Figure 1. The metal 3 layer (run 1).
Scale: 8 px per um. Cells faint in the background.
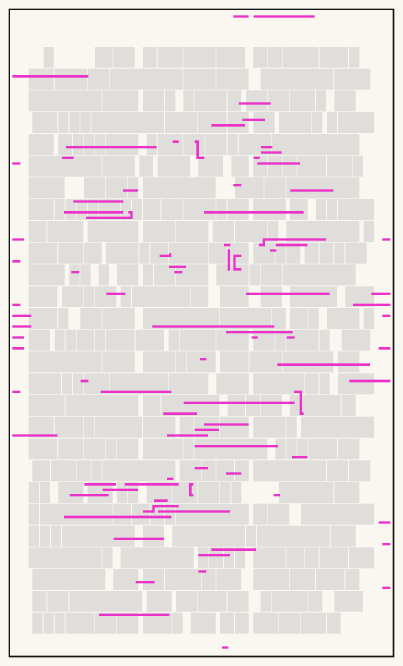
Figure 2. Clock distribution (run 1).
Scale: 6 px per um.
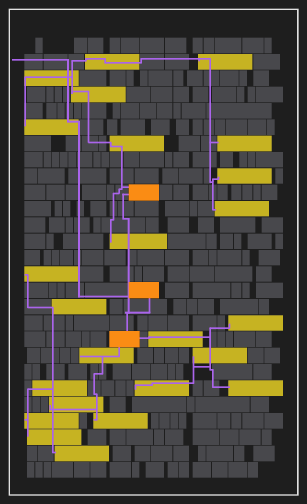
Figure 3. Metal 1 (run 1).
Scale: 4 px per um. Supply wires on this layer in grey.
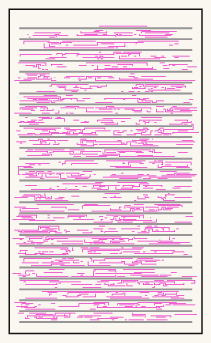
Figure 4. Placement density heat map (run 1).
Scale: 6 px per um. The die is cut into 5 by 8 equal tiles; white is low, dark blue is high, 0 to 100% covered.
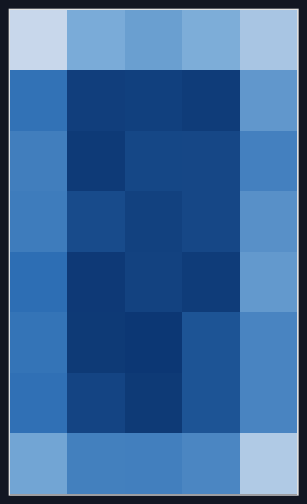
===== config.mk =====
export PLATFORM = sky130hd
export DESIGN_NAME = partida_turnos_ctrl
export DESIGN_NICKNAME = d
export VERILOG_FILES = /design/src/rtl/partida_turnos_ctrl.sv
export SDC_FILE = /design/constraint.sdc
export NUM_CORES = 1
export LEC_CHECK = 0
export ABC_AREA = 1
export CORE_ASPECT_RATIO = 1.75
export CORE_MARGIN = 2
export CORE_UTILIZATION = 50
export CTS_CLUSTER_DIAMETER = 120
export DETAILED_ROUTE_END_ITERATION = 16
export PLACE_DENSITY = 0.8
export SLEW_MARGIN = 20
export SYNTH_ARGS = -nofsm -noshare
export SYNTH_HDL_FRONTEND = slang
export SYNTH_SLANG_ARGS = --single-unit

===== constraint.sdc =====
create_clock -name clock -period 1.75 [get_ports clock]
set_clock_uncertainty 0.1 [all_clocks]
set_input_delay 0.4375 -clock clock [delete_from_list [all_inputs] [get_ports clock]]
set_output_delay 0.4375 -clock clock [all_outputs]
set_load 0.01 [all_outputs]

===== src/rtl/partida_turnos_ctrl.sv =====
// Match scheduler for the two-player chess-square drill: alternates turns, runs the
// per-turn countdown, scores hits and closes the match after N_RODADAS rounds or on abort.
module partida_turnos_ctrl #(
  parameter int N_RODADAS = 8,
  parameter int T_TURNO   = 50,
  parameter int W_PONTOS  = 4
) (
  input  logic                clock,
  input  logic                reset,
  input  logic                iniciar,
  input  logic                terminar,
  input  logic                tick,
  input  logic                geradaOk,
  input  logic                temJogada,
  input  logic                acertou,
  output logic                geraNova,
  output logic                registraR,
  output logic                zeraR,
  output logic                jogador,
  output logic [W_PONTOS-1:0] pontos1,
  output logic [W_PONTOS-1:0] pontos2,
  output logic [3:0]          rodada,
  output logic [7:0]          tempo,
  output logic                fimPartida,
  output logic [1:0]          vencedor,
  output logic [3:0]          db_estado
);

  typedef enum logic [3:0] {
    OCIOSO  = 4'd0,
    PREPARA = 4'd1,
    GERA    = 4'd2,
    ESPERA  = 4'd3,
    AVALIA  = 4'd4,
    TROCA   = 4'd5,
    FIM     = 4'd6
  } estado_t;

  estado_t    estado, proxEstado;
  logic       ativo;
  logic       limpa, carregaTempo, decTempo, expiraTempo, pontua, troca;
  logic [3:0] rodadaProx;

  // Handshakes: geraNova is a level request held for the whole GERA stay and
  // dropped the cycle after geradaOk; registraR and zeraR are single-cycle strobes.
  assign rodadaProx = jogador ? rodada + 4'd1 : rodada;

  always_ff @(posedge clock or negedge reset) begin
    if (!reset) estado <= OCIOSO;
    else        estado <= proxEstado;
  end

  always_comb begin
    proxEstado   = estado;
    ativo        = 1'b0;
    limpa        = 1'b0;
    carregaTempo = 1'b0;
    decTempo     = 1'b0;
    expiraTempo  = 1'b0;
    pontua       = 1'b0;
    troca        = 1'b0;
    geraNova     = 1'b0;
    registraR    = 1'b0;
    zeraR        = 1'b0;
    case (estado)
      OCIOSO: if (iniciar) proxEstado = PREPARA;
      PREPARA: begin
        ativo      = 1'b1;
        zeraR      = 1'b1;
        limpa      = 1'b1;
        proxEstado = GERA;
      end
      GERA: begin
        ativo    = 1'b1;
        geraNova = 1'b1;
        if (geradaOk) begin
          carregaTempo = 1'b1;
          proxEstado   = ESPERA;
        end
      end
      ESPERA: begin
        ativo = 1'b1;
        if (temJogada) begin
          registraR  = 1'b1;
          proxEstado = AVALIA;
        end else if (tick) begin
          if (tempo > 8'd1) begin
            decTempo = 1'b1;
          end else begin
            expiraTempo = 1'b1;
            proxEstado  = TROCA;
          end
        end
      end
      AVALIA: begin
        ativo      = 1'b1;
        zeraR      = 1'b1;
        pontua     = acertou;
        proxEstado = TROCA;
      end
      TROCA: begin
        ativo      = 1'b1;
        troca      = 1'b1;
        proxEstado = (rodadaProx == 4'(N_RODADAS)) ? FIM : GERA;
      end
      FIM: if (iniciar) proxEstado = PREPARA;
      default: proxEstado = OCIOSO;
    endcase
    // Abort wins over everything: no move latched, no point, no counter update.
    if (ativo && terminar) begin
      proxEstado   = FIM;
      limpa        = 1'b0;
      carregaTempo = 1'b0;
      decTempo     = 1'b0;
      expiraTempo  = 1'b0;
      pontua       = 1'b0;
      troca        = 1'b0;
      registraR    = 1'b0;
    end
  end

  always_ff @(posedge clock or negedge reset) begin
    if (!reset) begin
      jogador <= 1'b0;
      pontos1 <= '0;
      pontos2 <= '0;
      rodada  <= 4'd0;
      tempo   <= 8'd0;
    end else begin
      if (limpa) begin
        jogador <= 1'b0;
        pontos1 <= '0;
        pontos2 <= '0;
        rodada  <= 4'd0;
      end
      if (carregaTempo)     tempo <= 8'(T_TURNO);
      else if (decTempo)    tempo <= tempo - 8'd1;
      else if (expiraTempo) tempo <= 8'd0;
      if (pontua) begin
        if (!jogador && pontos1 != '1) pontos1 <= pontos1 + W_PONTOS'(1);
        if (jogador && pontos2 != '1)  pontos2 <= pontos2 + W_PONTOS'(1);
      end
      if (troca) begin
        jogador <= ~jogador;
        rodada  <= rodadaProx;
      end
    end
  end

  always_comb begin
    vencedor = 2'b00;
    if (estado == FIM) begin
      if (pontos1 > pontos2)      vencedor = 2'b01;
      else if (pontos2 > pontos1) vencedor = 2'b10;
      else                        vencedor = 2'b11;
    end
  end

  assign fimPartida = (estado == FIM);
  assign db_estado  = estado;

endmodule

==> summary.txt, run 1 <==
yosys + openroad results -> outcome=complete, but fails checks, failing checks=setup timing, TritonCTS buffer count=3, Final Core Density=0.9212, multi-input logic area=between 1000 and 1500 sq um, min-delay worst type=in2async, Critical Path End Type=output pin, vias in the first global route=around 1900, worst hold slack=~0.46 ns, # rows=27, Die Ht=just over 80 um, largest class=logic gates, layout cells sized above 1=0.4462, CP Launch Type=flop, core area=3176 sq um, comb_multi_in=160, R2R setup slack=-0.12 ns, final RePlAce weighted congestion=roughly 0.85, WP depth=8, Final non-clock buffer share=0.2814, # fillers=approximately 130, Main power group=combinational logic, Pleak=roughly 1.5 nW, # diodes=0, cell type with the largest total area=dfrtp_1, synthesized area per cell=between 7 and 8 sq um, PnR worst setup slack=-0.3646 ns, Max Root-Sink Buffers=2, routed length per placed instance=20.34 um, Worst Setup SP=pontos1[1]$_DFF_PN0_, clock group share of total power=0.104, Insertion Delay late pin=between 0.2 and 0.3 ns, crit path to=vencedor[0], CTS Sinks=24, flop count=24, CTS Root Cell=clkbuf_8, YS chip area=1682 sq um, Die Area=3861 sq um, First-pass DRT Iterations=5, Switching Fraction=0.4667, area share, top type=0.3571, sw power=0.002256 W, setup tns final=-2.141 ns, total gr overflow=0, Final setup viols=22, reg2reg end=pontos2[1]$_DFF_PN0_, area of the mapped netlist=1682 sq um, Log Warnings=30, clock-net power=0.000504 W, syn_nets=237, CP Data Required Time=~1.2 ns, endpoints failing hold=0, Max FO, Critical Path=2, Max VDD drop=approximately 1.1 mV, Synth Instances=220, kind of critical path=reg2out, CP delay by family, top=flip-flops, CTS H-Tree Depth=1, Non-clk bufs=approximately 94, Comb area share=0.4213, origin of the critical flop-to-flop path=db_estado[0]$_DFFE_PN0P_, CP dominant cell by count=inv_2, power in sequential cells=roughly 0.00088 W, Via Count=2084, Yosys Warn Count=0, first-pass GRT wire length=about 8100 um, Worst-path clk slew=roughly 0.090 ns, part of the power in registers=0.182, sequential cell area share=0.2057, pre-CTS WS=-0.5148 ns, library cells used by synthesis=31, Pint=approximately 0.0026 W
## Picture notes: Figure 1
nets with wire on the layer: 63
wire length on this layer: 327 um
main direction: horizontal
share of all routed wire: 4.5%
longest straight run: 14.9 um

## Picture notes: Figure 2
legend:
  clock drivers:
    colour: orange
    count: 3
  clock wires:
    colour: purple
    length: 342 um
  flip-flops:
    colour: yellow
    count: 24
routed clock nets: 4

## Picture notes: Figure 3
main direction: horizontal
longest straight run: 34.0 um

## Picture notes: Figure 4
mean over tiles: 74%
fullest tile: 97%
tiles over 75% full: 45%
densest ninth of the die: centre

## run 1: state kept, by name, indices dropped and copies added, names as in the netlist
| name | flops |
|---|---|
| tempo | 8 |
| jogador | 1 |
| rodada | 4 |
| pontos2 | 4 |
| db_estado | 3 |
| pontos1 | 4 |
## run 1: how the worst min path moves through the flow
stage                               end  cells past startpoint
4_1_cts            tempo[1]$_DFFE_PN0P_                      2
5_1_grt             jogador$_DFFE_PN0P_                      2
3_3_place_gp       tempo[1]$_DFFE_PN0P_                      2
6_report           pontos2[2]$_DFF_PN0_                      2
3_5_place_dp       tempo[1]$_DFFE_PN0P_                      2
2_1_floorplan  db_estado[0]$_DFFE_PN0P_                      0
## run 1: synth_stat cells
master,instances
nand2_1,49
inv_1,29
dfrtp_1,24
nand3_1,24
nor2_1,17
o21ai_0,12
ha_1,9
xor2_1,9
a21oi_1,6
nand4_1,6
inv_2,4
nand2_2,4
nand2_4,3
nor3_1,3
o21ai_1,3
nor2_4,2
xnor2_1,2
a21oi_2,1
a21oi_4,1
buf_4,1
buf_6,1
clkinv_2,1
conb_1,1
nand2_8,1
nand3_2,1
nand3_4,1
nor2_2,1
nor3b_2,1
o21a_1,1
o21ai_2,1
o22ai_1,1
## run 1: kinds of logic after synthesis
family                   synth area share
adder cells (fa/ha/maj)           0.06697
other                            0.002230
XOR/XNOR                          0.05730
AND/OR/NAND/NOR                    0.3378
AND-OR/OR-AND                     0.09078
buffers and inverters             0.08779
flip-flops                         0.3571
## run 1: routing by layer
| metal | part of all wire | GRT usage | up-vias |
|---|---|---|---|
| met1 | 0.35 | 0.3031 | 1018 |
| met3 | 0.045 | 0.03371 | 42 |
| met5 | 0 | 0 | - |
| met2 | 0.54 | 0.5253 | 119 |
| li1 | - | - | 905 |
| met4 | 0.061 | 0.1622 | 0 |
==> run 2: changes to the inputs <==
--- a/config.mk
+++ b/config.mk
@@ -9,6 +9,7 @@
 export CORE_ASPECT_RATIO = 1.75
 export CORE_MARGIN = 2
 export CORE_UTILIZATION = 50
+export CTS_BUF_LIST = sky130_fd_sc_hd__clkbuf_16
 export CTS_CLUSTER_DIAMETER = 120
 export DETAILED_ROUTE_END_ITERATION = 16
 export PLACE_DENSITY = 0.8
Figure 5. Metal 1 (run 2).
Scale: 4 px per um. Supply wires on this layer in grey.
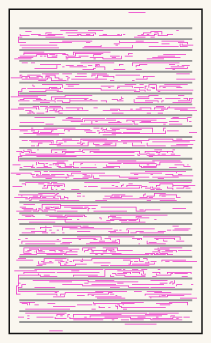
share of all routed wire: 34%
wire length on this layer: 2790 um
main direction: horizontal
longest straight run: 28.5 um

Figure 6. The metal 3 layer (run 2).
Scale: 8 px per um. Cells faint in the background.
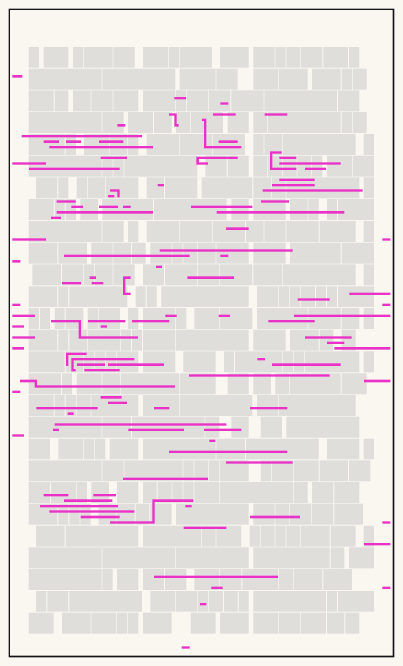
nets with wire on the layer: 77
share of all routed wire: 6.5%
wire length on this layer: 532 um
main direction: horizontal
longest straight run: 21.2 um

==> run 2 against run 1 <==
The flow still finishes with violations (setup timing). Flip-flop count is the same. Cell area rose by 2.2%. Register-to-register slack worse by 0.05 ns. Via count rose by 4.8%.
==> summary.txt, run 2 <==
yosys + openroad results -> top routing layer used=met4, yosys simple share=0.3378, failing checks=setup timing, setup tns final=-2.745 ns, pre-CTS WS=-0.5148 ns, layout cells sized above 1=0.4574, adder share=0.06696, outcome=complete, but fails checks, total gr overflow=0, met2 usage=0.5693, kind of critical path=reg2out, first-pass GRT wire length=8756 um, Async SR Flop Fraction=1.000, Yosys Warn Count=0, met3 Track Usage GR=0.04045, worst hold slack=about 0.44 ns, Via Count=between 2000 and 2500, final RePlAce weighted congestion=0.8476, PnR worst setup slack=-0.4185 ns, Die Area=3861 sq um, cell type with the largest total area=dfrtp_1, multiplexer area fraction after synthesis=0, # diodes=0, Synth Area in Compound Gates=0.09077, GR Util met1=0.3362, Worst-path clk slew=around 0.070 ns, CP Launch Type=flop, Max Root-Sink Buffers=2, Log Warnings=31, Die Ht=roughly 81 um, CTS H-Tree Depth=1, Dominant flop cell=dfrtp_1, vias in the first global route=approximately 1900, Critical Path End Type=output pin, post-detailed-routing wire length=8182 um, CP dominant cell by count=inv_2, DR WL met2=about 4200 um, Max VDD drop=1.510 mV, syn_nets=237, routed length per placed instance=approximately 23 um, Largest register FFs=8, M1 wire length=2786 um, Most flops, register=tempo, reg2reg end=tempo[5]$_DFFE_PN0P_, Final setup viols=23, top post-synthesis cells by count=nand2_1, inv_1, dfrtp_1, nand3_1, nor2_1, most frequent cell after synthesis=nand2_1, Final Core Density=0.9413, Synth Instances=approximately 220, min-delay worst type=in2async, library cells used by synthesis=31, # rows=27, endpoints failing hold=0, Insertion Delay late pin=0.27 ns, Pleak=approximately 1.5 nW, origin of the critical flop-to-flop path=db_estado[0]$_DFFE_PN0P_, Worst Setup SP=pontos1[1]$_DFF_PN0_, synth-to-layout area growth=77.75%, Max FO, Critical Path=2, area of the mapped netlist=1682 sq um, # fillers=a little over 100, multi-input logic area=between 1000 and 1500 sq um, R2R setup slack=-0.17 ns, global route hottest layer=met2, routed wl met3=532 um, number of flops mapped to enable cells by yosys=0, CTS Sinks=24, TritonCTS buffer count=3, num ports=39, crit path to=vencedor[0]
==> run 2: worst min path at each step <==
stage / start / end / slack, ns / depth (start not counted)
floorplan: reset / db_estado[0]$_DFFE_PN0P_ / 0.04 / 0
global placement: tempo[1]$_DFFE_PN0P_ / tempo[1]$_DFFE_PN0P_ / 0.39 / 2
detailed placement: tempo[1]$_DFFE_PN0P_ / tempo[1]$_DFFE_PN0P_ / 0.40 / 2
CTS: tempo[1]$_DFFE_PN0P_ / tempo[1]$_DFFE_PN0P_ / 0.42 / 2
global route: reset / db_estado[2]$_DFFE_PN0P_ / 0.46 / 2
finish: reset / db_estado[2]$_DFFE_PN0P_ / 0.44 / 2
==> run 2: repair_timing <==
item / 4_1_cts / 5_1_grt
setup endpoints to repair: 32 / 32
resized: 59 / 87
pin swaps: 8 / 33
buffers inserted: 14 / 10
==> run 2: worst max-delay path: cells and delay by family, from the launching register on <==
family	cells	cell delay, ns
buf+inv	3	0.30
fa+ha+maj	1	0.20
flops	1	0.40
simple gates	2	0.14
compound gates	2	0.33
==> run 2: cell type report <==
type | count | share of cell area
Sequential cell | 24 | 0.2018
Multi-Input combinational cell | 160 | 0.4182
Clock inverter | 1 | 0.01005
Inverter | 34 | 0.04563
Tap cell | 43 | 0.01800
Timing Repair Buffer | 95 | 0.2813
Clock buffer | 3 | 0.02512
==> run 2: report_power, final <==
group,switching (W),internal (W)
Combinational,0.00209,0.00163
Clock,0.000236,0.000456
Sequential,0.000168,0.000734
Total,0.00249,0.00282
==> run 3: changes to the inputs <==
--- a/config.mk
+++ b/config.mk
@@ -6,10 +6,10 @@
 export NUM_CORES = 1
 export LEC_CHECK = 0
 export ABC_AREA = 1
+export ABC_CLOCK_PERIOD_IN_PS = 2300
 export CORE_ASPECT_RATIO = 1.75
 export CORE_MARGIN = 2
 export CORE_UTILIZATION = 50
-export CTS_BUF_LIST = sky130_fd_sc_hd__clkbuf_16
 export CTS_CLUSTER_DIAMETER = 120
 export DETAILED_ROUTE_END_ITERATION = 16
 export PLACE_DENSITY = 0.8
==> constraint.sdc (replaced) <==
create_clock -name clock -period 2.3 [get_ports clock]
set_clock_uncertainty 0.1 [all_clocks]
set_input_delay 0.575 -clock clock [delete_from_list [all_inputs] [get_ports clock]]
set_output_delay 0.575 -clock clock [all_outputs]
set_load 0.01 [all_outputs]
Figure 7. The metal 3 layer (run 3).
Scale: 8 px per um. Cells faint in the background.
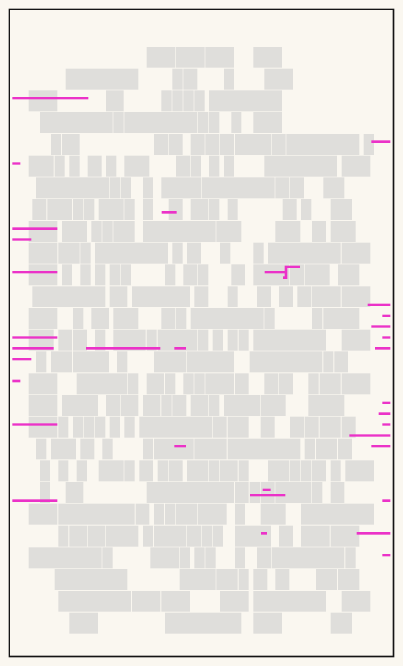
nets with wire on the layer: 29
share of all routed wire: 2.3%
main direction: horizontal
longest straight run: 9.20 um

Figure 8. Metal 1 (run 3).
Scale: 4 px per um. Supply wires on this layer in grey.
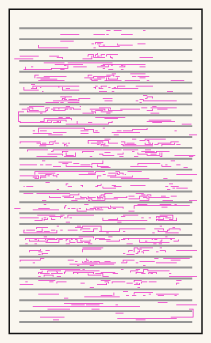
nets with wire on the layer: 258
main direction: horizontal

==> run 3 against run 2 <==
The run now ends clean. Register-to-register slack better by 0.62 ns. Flip-flop count stayed put. Via count down 26%. Non-clock buffer count fell by 42. Critical path type unchanged. Setup slack improved by 0.50 ns. Total power decreased by 50%. Die size unchanged. Global-route usage shrank 8.0 points.
==> summary.txt, run 3 <==
yosys + openroad results -> outcome=complete, no violations, CP delay by family, top=flip-flops, CTS H-Tree Depth=1, # diodes=0, clock group share of total power=0.145, Worst Path Buf+Inv=1, # rows=27, Main power group=combinational logic, Max Cap Violations=0, sw power=0.001132 W, Final Core Density=0.7199, worst hold slack=around 0.42 ns, post-detailed-routing wire length=about 4100 um, Dominant flop cell=dfrtp_1, M1 wire length=between 1000 and 1500 um, YS chip area=approximately 1700 sq um, PnR worst setup slack=0.08533 ns, Insertion Delay late pin=about 0.28 ns, Max FO, Critical Path=2, library cells used by synthesis=31, power in sequential cells=roughly 0.0007 W, met2 usage=0.4667, cell type with the largest total area=dfrtp_1, CTS Sinks=24, WHS Endpoint=tempo[1]$_DFFE_PN0P_, share of total power in combinational logic=0.587, HP Start=tempo[1]$_DFFE_PN0P_, Max VDD drop=roughly 0.76 mV, Placed Cells=311, routed wl met3=around 94 um, Pint=between 0.001 and 0.0015 W, reg2reg end=tempo[1]$_DFFE_PN0P_, Synth Seq Share=0.3571, vias in the first global route=1549, synth-to-layout area growth=35.94%, Async SR Flop Fraction=1.000, core area=between 3000 and 4000 sq um, final RePlAce weighted congestion=0.8028, Largest register FFs=8, min-delay worst type=reg2reg, DR WL met2=2414 um, total gr overflow=0, met3 Track Usage GR=0.02022, syn_nets=between 200 and 250, most frequent cell after synthesis=nand2_1, Pleak=1.135 nW, Most flops, register=tempo, kind of critical path=reg2out, Critical Path End Type=output pin, part of the power in registers=0.267, number of flops mapped to enable cells by yosys=0, area of the mapped netlist=between 1500 and 2000 sq um, top post-synthesis cells by count=nand2_1, inv_1, dfrtp_1, nand3_1, nor2_1, # Cells Yosys=about 220, Switching Fraction=0.4301, endpoints failing hold=0, num ports=39, Yosys Warn Count=0, CTS Root Cell=clkbuf_8, origin of the critical flop-to-flop path=tempo[0]$_DFFE_PN0P_, R2R setup slack=about 0.45 ns, Die Area=roughly 3900 sq um, Synth Instances=around 220, Max Root-Sink Buffers=2, layout cells sized above 1=0.1745, area share, top type=0.3571, synthesized area per cell=roughly 7.6 sq um, GR Util met1=0.2450, CP Launch Type=flop, first-pass GRT wire length=6699 um, CP dominant cell by count=a21oi_1, Log Warnings=27, Comb power=0.00155 W, TritonCTS buffer count=3, Worst-path clk slew=0.09 ns, First-pass DRT Iterations=4, clock-net power=around 0.00038 W
[run 3: worst max path at each step]
| stage | startpoint | endpoint | depth (start not counted) |
|---|---|---|---|
| 3_3_place_gp | temJogada | registraR | 4 |
| 5_1_grt | pontos2[3]$_DFF_PN0_ | vencedor[0] | 5 |
| 6_report | pontos2[3]$_DFF_PN0_ | vencedor[0] | 5 |
| 2_1_floorplan | pontos1[1]$_DFF_PN0_ | vencedor[0] | 7 |
| 4_1_cts | db_estado[2]$_DFFE_PN0P_ | geraNova | 3 |
| 3_5_place_dp | temJogada | registraR | 4 |
[run 3: kinds of logic (layout without fill, tap and decap cells)]
logic type / count (synthesis) / count (layout) / synth area share
DFF: 24 / 24 / 0.3571
AOI/OAI and AO/OA: 26 / 26 / 0.09078
adders and majority gates: 9 / 9 / 0.06697
other: 1 / 1 / 0.002230
buffers and inverters: 36 / 91 / 0.08779
and+or+nand+nor: 113 / 113 / 0.3378
xor gates and xnor gates: 11 / 11 / 0.05730
[run 3: per-stage QoR]
stage	total power [W]	setup TNS, ns
final	0.002631	0
after global routing	0.002843	-0.0007018
after CTS	0.002597	0
after detailed placement	0.002213	-0.2284
after global placement	0.002170	-0.1770
after floorplan	0.001585	0
[run 3: cell type report]
| class | count | area (sq um) |
|---|---|---|
| Clock inverter | 1 | 30.03 |
| Clock buffer | 3 | 41.29 |
| Sequential cell | 24 | 603.1 |
| Inverter | 34 | 128.9 |
| Fill cell | 281 | 889.6 |
| Timing Repair Buffer | 53 | 480.5 |
| Multi-Input combinational cell | 160 | 948.4 |
| Tap cell | 43 | 53.80 |
[run 3: timing repair]
item	CTS	global route
pin swaps	0	2
hold buffers	0	0
buffers inserted	1	2
gates resized	9	6
setup endpoints to repair	6	4
Power is estimated from default activity; no workload was simulated.
